**config.mk**
```make
export PLATFORM = sky130hd
export DESIGN_NAME = regfile_wb_arbiter
export DESIGN_NICKNAME = d
export VERILOG_FILES = /design/src/rtl/regfile_wb_arbiter.sv
export SDC_FILE = /design/constraint.sdc
export NUM_CORES = 1
export LEC_CHECK = 0
export CAP_MARGIN = 25
export CORE_ASPECT_RATIO = 1.4
export CORE_UTILIZATION = 36
export CTS_CLUSTER_SIZE = 25
export DETAILED_ROUTE_END_ITERATION = 8
export PLACE_DENSITY = 0.84
export SYNTH_ARGS = -nofsm -noshare
export SYNTH_HDL_FRONTEND = slang
export SYNTH_SLANG_ARGS = --single-unit
export TNS_END_PERCENT = 10
```
**constraint.sdc**
```tcl
create_clock -name clk -period 2.13 [get_ports clk]
set_input_delay 0.5325 -clock clk [delete_from_list [all_inputs] [get_ports clk]]
set_output_delay 0.5325 -clock clk [all_outputs]
set_load 0.01 [all_outputs]
```
**src/rtl/regfile_wb_arbiter.sv**
```systemverilog
// regfile_wb_arbiter
//   Shares the register file's single write port between two writeback
//   sources: source 0 is ALU/execute, source 1 is load/memory. Each source
//   has a valid/ready handshake. An accepted write is registered and shown
//   on the regfile write port for exactly one cycle. Writes to x0 are
//   accepted and counted, but they never reach the regfile.
//
// Ports
//   clk, rst                 clock (rising edge), async active-high reset
//   flush                    synchronous pipeline flush; blocks acceptance
//   s0_valid/addr/data       source 0 request      s0_ready  combinational accept
//   s1_valid/addr/data       source 1 request      s1_ready  combinational accept
//   write_ena/write_reg_addr/data_in   registered regfile write port
//   last_grant               source granted most recently
//   x0_drop_cnt              saturating count of discarded x0 writes
module regfile_wb_arbiter #(
   parameter int ADDR_W    = 5,
   parameter int DATA_W    = 32,
   parameter int PRIO_MODE = 0
) (
   input  logic              clk,
   input  logic              rst,
   input  logic              flush,
   input  logic              s0_valid,
   input  logic [ADDR_W-1:0] s0_addr,
   input  logic [DATA_W-1:0] s0_data,
   output logic              s0_ready,
   input  logic              s1_valid,
   input  logic [ADDR_W-1:0] s1_addr,
   input  logic [DATA_W-1:0] s1_data,
   output logic              s1_ready,
   output logic              write_ena,
   output logic [ADDR_W-1:0] write_reg_addr,
   output logic [DATA_W-1:0] data_in,
   output logic              last_grant,
   output logic [7:0]        x0_drop_cnt
);

   localparam bit FIXED_PRIO = (PRIO_MODE == 1);

   logic              w_gnt0;
   logic              w_gnt1;
   logic              w_acc;
   logic [ADDR_W-1:0] w_addr;
   logic [DATA_W-1:0] w_data;

   // On contention round-robin favours the source that did not win last;
   // fixed priority always favours source 0.
   always_comb begin
      w_gnt0 = 1'b0;
      w_gnt1 = 1'b0;
      if (s0_valid && s1_valid) begin
         if (FIXED_PRIO || last_grant) w_gnt0 = 1'b1;
         else                          w_gnt1 = 1'b1;
      end else begin
         w_gnt0 = s0_valid;
         w_gnt1 = s1_valid;
      end
   end

   // The regfile takes a write every cycle, so only reset and flush gate ready.
   assign s0_ready = w_gnt0 & ~flush & ~rst;
   assign s1_ready = w_gnt1 & ~flush & ~rst;
   assign w_acc    = s0_ready | s1_ready;
   assign w_addr   = s1_ready ? s1_addr : s0_addr;
   assign w_data   = s1_ready ? s1_data : s0_data;

   always_ff @(posedge clk or posedge rst) begin
      if (rst) begin
         write_ena      <= 1'b0;
         write_reg_addr <= '0;
         data_in        <= '0;
         last_grant     <= 1'b1;
         x0_drop_cnt    <= 8'd0;
      end else if (flush) begin
         write_ena  <= 1'b0;
         last_grant <= 1'b1;
      end else if (w_acc) begin
         last_grant <= s1_ready;
         if (w_addr == '0) begin
            // x0 write: consume it and keep the port's previous address/data.
            write_ena <= 1'b0;
            if (x0_drop_cnt != 8'hff) x0_drop_cnt <= x0_drop_cnt + 8'd1;
         end else begin
            write_ena      <= 1'b1;
            write_reg_addr <= w_addr;
            data_in        <= w_data;
         end
      end else begin
         write_ena <= 1'b0;
      end
   end

endmodule

```
==> qor.txt <==
Worst Path Max Fanout: 10
FP Core Util: 0.374
Row Count: 35
Crit path arrival time: 2260 ps
logic area: 0.00124 mm^2
Top FF cell, synth: dfrtp_1
Hold Crit Class: flop to flop
# setup viols final: 0
post-DR wirelength/cell: 15.4 um
Port Buffers: 127
number of enable flip-flop cells: 0
Worst-path clk slew: 80 ps
YS chip area: 0.00247 mm^2
FF/Latch Area: 0.00118 mm^2
number of diodes: 0
clock root cell: clkbuf_8
fraction of layout cells with a size suffix above 1: 0.364
fin crit period: 2070 ps
hold_buf cts: 0
Layout Cells excl Fill: 422
most numerous logic cell after layout: clkdlybuf4s50_1
placed insts: 405
most instantiated logic cells after routing: clkdlybuf4s50_1, mux2_2, dfrtp_1
Die Width: 72.0 um
gr usage total: 0.191
area grow syn2layout: 72.2%
met2 routed WL: 3.60 mm
vias per cell: 4.78
sequential area share after synthesis: 0.476
DR top layer: met4
Layout fillers: 512
clock skew: 3.10 ps
vias in the first global route: 2139
final hold vios: 0
H-tree Lvls: 2
Initial DRC Count: 36
global route overflow: 0
DRC Markers: 0
Met3 Wirelength: 320 um
antenna viol nets, final: 0
Setup CP Type: primary input to flop
Pleak: 1.83 nW
Mean Syn Cell Area: 14.3 um^2
gpl congestion: 0.881
YS warnings: 0
io pins: 128
ys cells: 173
Final period util: 0.974
WHS: 513 ps
outcome: finished clean
PwrDens: 613 mW/mm^2
worst-margin pin slew: 319 ps
cells after synthesis: 173
Tool Warnings: 27
Netlist Area Pre-Place: 0.00247 mm^2
Mapped Nets: 253
Startpoint Class: primary input
clock buffer depth: 2
crit path cell chain: clkdlybuf4s15_1, or4_4, a311oi_4, nor3_4, buf_4, buf_16, mux2_4
crit path max-delay cell type: or4_4
Post-Route M1 WL: 2.36 mm
initial antenna violation count: 0
largest net degree at the start of global routing: 48
Hold Startpoint: data_in[31]
Die H: 100 um
Final Max Slew Viols: 0
WP buf/inv: 3
Worst IR Drop VDD: 0.357 mV
worst setup path start: s0_addr[0]
later-pin clock latency in the skew report: 290 ps
dpl hpwl: 4.97 mm
CTS tree: built
Max Cap Viol: 0
[sequential cells by signal, indices dropped and copies added (netlist names)]
register        cells
write_ena           1
data_in            32
x0_drop_cnt         8
last_grant          1
write_reg_addr      5
[worst register-to-register path: stages, from the launching register on]
cell	delay (ps)
dfstp_2	590
nand2_2	80
buf_4	160
a311oi_4	360
nor3_4	100
buf_4	170
buf_16	140
mux2_4	290
[routing by layer]
layer  vias up  GRT usage
li1        946          -
met1       966      0.203
met2        84      0.353
met3        21     0.0402
met4         0     0.0875
met5         -          0
[cells in the mapped netlist, types with 2 or more instances]
| cell | n | area [um^2] |
|---|---|---|
| and3_1 | 4 | 25.0 |
| buf_1 | 2 | 7.51 |
| buf_2 | 2 | 10.0 |
| buf_6 | 3 | 33.8 |
| dfrtp_1 | 46 | 1150 |
| inv_1 | 6 | 22.5 |
| mux2_2 | 51 | 574 |
| mux2_4 | 20 | 300 |
| nand2_1 | 2 | 7.51 |
| nand3_1 | 2 | 10.0 |
| nor2_1 | 2 | 7.51 |
| o2111ai_1 | 3 | 26.3 |
| o211ai_1 | 3 | 22.5 |
| o21ai_0 | 2 | 10.0 |
| or4_4 | 2 | 22.5 |
| xnor2_1 | 7 | 61.3 |
[cells by family after synthesis]
| logic type | count (synthesis) | synth area share |
|---|---|---|
| xor gates and xnor gates | 7 | 0.0248 |
| DFF | 47 | 0.476 |
| and+or+nand+nor | 16 | 0.0471 |
| muxes | 72 | 0.358 |
| buffers and inverters | 14 | 0.0314 |
| AOI/OAI and AO/OA | 16 | 0.0577 |
| adders and majority gates | 1 | 0.00506 |
[where the power goes]
group          switching (mW)  internal (mW)  total, mW
clock network           0.287          0.266      0.553
logic                   0.295          0.628      0.924
registers              0.0900           1.04       1.13
[stage by stage]
step           setup WS, ps  instance area, um^2  power, mW   util  setup TNS [ps]
4_1_cts                3.81                 4260       2.65  0.644               0
3_5_place_dp           -434                 4010       2.05  0.606          -18630
5_1_grt                10.8                 4260       2.75  0.644               0
3_3_place_gp           -408                 4010       2.03  0.606          -17480
6_report               55.6                 4260       2.61  0.644               0
2_1_floorplan          -107                 2470       1.50      -           -2140
[repair_timing]
action | in CTS | in global routing
pin swaps | 7 | 3
endpoints found under the hold margin | 0 | 0
gates resized | 31 | 0
setup buffers | 5 | 0
cloned | 4 | 0
setup endpoints to repair | 43 | 35
[final timing paths]
check,to,slack (ps),cells past startpoint
max,data_in[8],60,7
min,data_in[31],510,1
max reg2reg,data_in[8],140,7
min reg2reg,data_in[31],510,1
max in group asynchronous,last_grant,1280,4
min in group asynchronous,x0_drop_cnt[2],590,4
[area by class of cell]
class,instances,share of cell area
Inverter,6,0.00529
Clock buffer,7,0.0203
Clock inverter,1,0.00206
Tap cell,92,0.0270
Sequential cell,47,0.277
Timing Repair Buffer,157,0.378
Multi-Input combinational cell,112,0.291
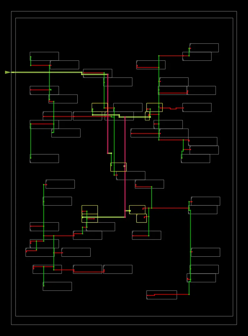
Fig. 1. Clock nets.
flop count: 47
clock sinks: 47
total CTS buffers: 5
CLK BUF: 7
Clock net power: 0.553 mW

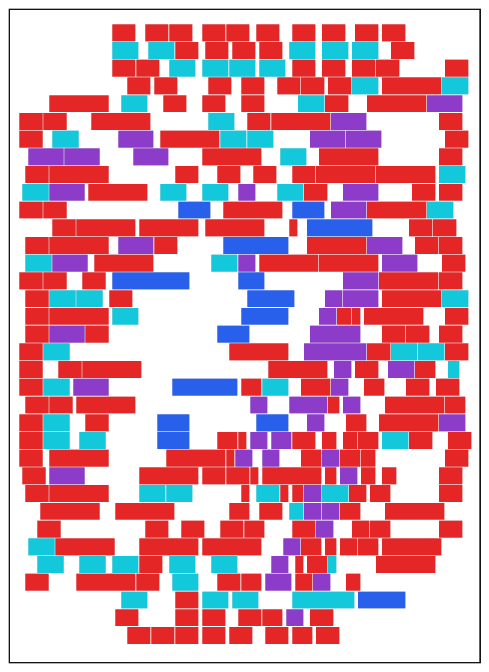
Fig. 2. Cell sizes after repair.
Key: drive 3 to 4 = purple [cells 49, most used buf_4]; drive 6 and up = blue [cells 14, most used clkbuf_8]; drive 1 or less = red [cells 210, most used clkdlybuf4s50_1]; drive 2 = cyan [cells 57, most used mux2_2]
min setup slack post-route: 55.6 ps
post-route cell area: 0.00426 mm^2

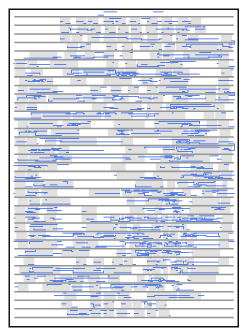
Fig. 3. The metal 1 layer.
Supply wires on this layer in gray.
366 nets have wire on it. The layer carries 2360 um of wire. The layer holds 36% of the routed length. The wires run mostly horizontal.
WL final: 6.51 mm
met1 usage: 0.203
detailed-route via count: 2017

Power is estimated from default activity; no workload was simulated.
